==> config.mk <==
export PLATFORM = sky130hd
export DESIGN_NAME = pic_ctrl_n
export DESIGN_NICKNAME = d
export VERILOG_FILES = /design/src/rtl/pic_ctrl_n.sv
export SDC_FILE = /design/constraint.sdc
export NUM_CORES = 1
export LEC_CHECK = 0
export ABC_AREA = 1
export CAP_MARGIN = 10
export CORE_MARGIN = 3
export CORE_UTILIZATION = 44
export CTS_CLUSTER_DIAMETER = 40
export CTS_CLUSTER_SIZE = 14
export DETAILED_ROUTE_END_ITERATION = 8
export MAX_ROUTING_LAYER = met4
export PLACE_DENSITY_LB_ADDON = 0.2
export SLEW_MARGIN = 30
export SYNTH_ARGS = -nofsm -noshare
export SYNTH_HDL_FRONTEND = slang
export SYNTH_SLANG_ARGS = --single-unit
export TNS_END_PERCENT = 50
==> constraint.sdc <==
create_clock -name clk -period 2.1 [get_ports clk]
set_clock_uncertainty 0.1 [all_clocks]
set_input_delay 0.315 -clock clk [delete_from_list [all_inputs] [get_ports clk]]
set_output_delay 0.315 -clock clk [all_outputs]
set_load 0.01 [all_outputs]
==> images/registers.png <==
Other sequential cells in the stronger grey, the rest of the logic in the fainter grey.
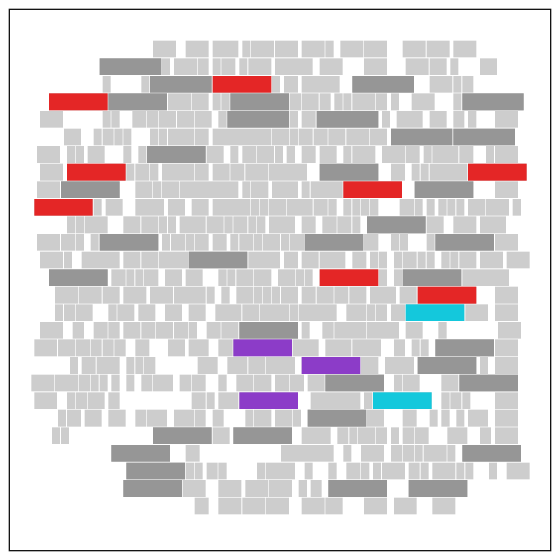
legend:
  purple:
    name_in_the_netlist: r_sel
    sequential_cells: 3
  cyan:
    name_in_the_netlist: r_state
    sequential_cells: 2
  red:
    name_in_the_netlist: r_prev
    sequential_cells: 8
not coloured: 35
sequential share of cell area: 28.1%
Core Util, Final: 75.9%
Reg area: 0.00121 mm2

==> images/met2.png <==
Cells faint in the background.
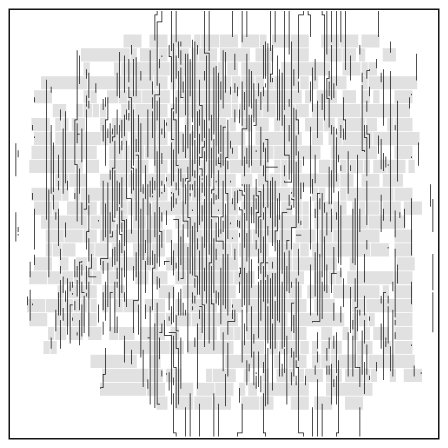
nets with wire on the layer: 446
longest straight run: 29.8 um
wire length on this layer: 4150 um
main direction: vertical
share of all routed wire: 50%
Via Count: 2870
met2 usage: 39.4%
Routed WL: 8310 um

==> images/gate_families.png <==
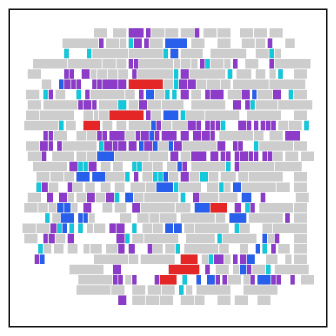
legend:
  purple:
    family: NAND gates
    cells: 140
  red:
    family: adder and majority cells
    cells: 7
  cyan:
    family: inverters
    cells: 53
  blue:
    family: NOR gates
    cells: 38
post-route insts no fill: 554
logic share of the area: 34.3%
dominant logic cell type in the layout: nand2_1

==> images/final_congestion.png <==
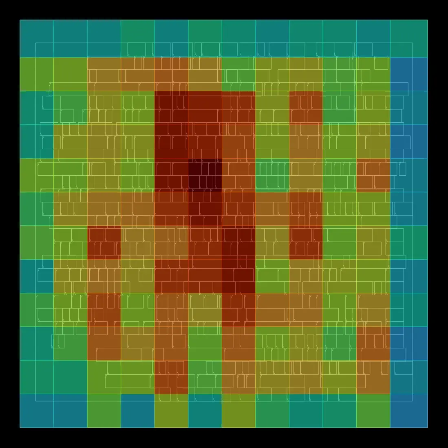
layer with the highest usage: met2
met1 GRT Util: 27.7%
Global Route Usage Sum: 23.2%
GR met3 Demand/Resource: 5.82%
wire length per cell: 15.0 um

==> images/met3.png <==
The bar under the picture is 20 um long.
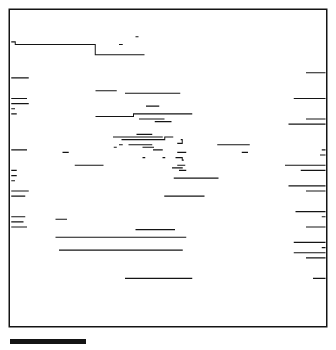
wire length on this layer: 429 um
share of all routed wire: 5.2%
nets with wire on the layer: 58
main direction: horizontal

==> run summary <==
run metrics: final setup vio count 20, fin worst setup slack -0.167 ns, Final ANT Viol Nets 0, area leader, netlist dfrtp_1, Post-Syn Area per Cell 7.81 um2, CP max FO 5, num rows 27, IO Count 70, initial antenna violation count 0, n_diodes 0, H-tree levels 2, CTS root buf clkbuf_8, Cell area leaders dfrtp_1 38%, nand2_1 14%, dfstp_2 7.9%, final hold viol count 0, Yosys chip area 0.00265 mm2, Cell Area, Synth 0.00265 mm2, FMAX 441 MHz, # Cells Yosys 339, Registers, synthesis 48, WS Path Type reg2reg, worst vdd ir 1.05 mV, Initial Utilization 46.6%, worst-margin pin slew 0.469 ns, Lkg Pwr 0.00206 uW, fraction of layout cells with a size suffix above 1 33.0%, largest net degree at the start of global routing 30, Final period util 108%, minimum period implied by the final worst setup slack 2.27 ns, Largest logic family simple AND/OR/NAND/NOR gates, status finished with violations, Fin Hold WS 0.239 ns, syn nets 382, MaxCap Viol Count 0, total gr overflow 0, RSZ-0062 raised after global routing yes, Pins Over Slew Limit 0, Top cell area share 37.8%, Synth Seq Share 45.7%, failing checks negative setup slack, clock sink count 48, flop-to-flop setup slack -0.17 ns
==> cell type report <==
type	instances	area, um2
multi-input cells	236	1480
fillers	406	1370
repair buffers	137	1230
flip-flops and latches	48	1210
inverters	53	204
well taps	72	90.1
clock buffers	7	86.3
clock inverters	1	7.51
==> where the power goes <==
part	internal, uW	leakage (uW)	total (uW)	switching, uW
clock network	268	0.0000445	576	308
registers	1190	0.000575	1390	197
logic	1830	0.00144	3780	1950
total	3290	0.00206	5750	2460
==> layer usage <==
layer  wire (um)  global-route usage, %  share of wire, %  vias to the layer above
li1            -                      -                 -                     1407
met5           0                      -                 0                        -
met3         429                   5.82               5.2                       17
met4         158                   5.70               1.9                        0
met2        4150                   39.4                50                       90
met1        3580                   27.7                43                     1356
==> logic make-up after synthesis <==
| group | Yosys count |
|---|---|
| simple gates | 179 |
| buf+inv | 57 |
| flops | 48 |
| compound gates | 45 |
| fa+ha+maj | 7 |
| xor+xnor | 2 |
| mux | 1 |
==> Yosys cell counts, drive strengths merged <==
cell,count
clkbuf,3
ha,6
xnor2,1
buf,1
fa,1
o211ai,1
nand3b,1
nor3,8
nand2,105
o41ai,3
o31ai,5
a21oi,8
nor2,25
o221ai,1
clkinv,1
o21ai,22
dfrtp,40
nand3,13
nor4,3
dfstp,8
xor2,1
or2,2
nor3b,2
a31oi,2
a22oi,3
inv,52
nand4,20
mux2,1
==> stage by stage <==
step | setup TNS [ns] | utilization [%] | instances | area, um2 | power, uW
6_report | -1.61 | 75.9 | 554 | 4310 | 5750
4_1_cts | -0.453 | 72.0 | 543 | 4080 | 5160
2_1_floorplan | 0 | - | 339 | 2670 | 2810
3_3_place_gp | -2.51 | 66.8 | 525 | 3790 | 4050
5_1_grt | -4.25 | 75.9 | 554 | 4310 | 6130
3_5_place_dp | -3.82 | 66.8 | 525 | 3790 | 4120
==> critical path: stages (launching register included) <==
cell and delay (ns):
dfstp_2 0.55, inv_2 0.05, nand2_2 0.07, nand2_2 0.06
buf_4 0.14, a21oi_4 0.14, ha_1 0.25, nand2_1 0.08
nand2_2 0.09, nand2_4 0.11, nand4_1 0.18, buf_4 0.20
buf_6 0.10, o21ai_2 0.05
==> timing repair <==
action                                  CTS  global route
endpoints found under the setup margin   22            24
pin swaps                                17            22
hold endpoints to repair                  0             0
setup buffers                             8            11
resized                                  32            48
gates cloned                              2             0
No activity file was given, so power comes from the tool's default toggle rates.
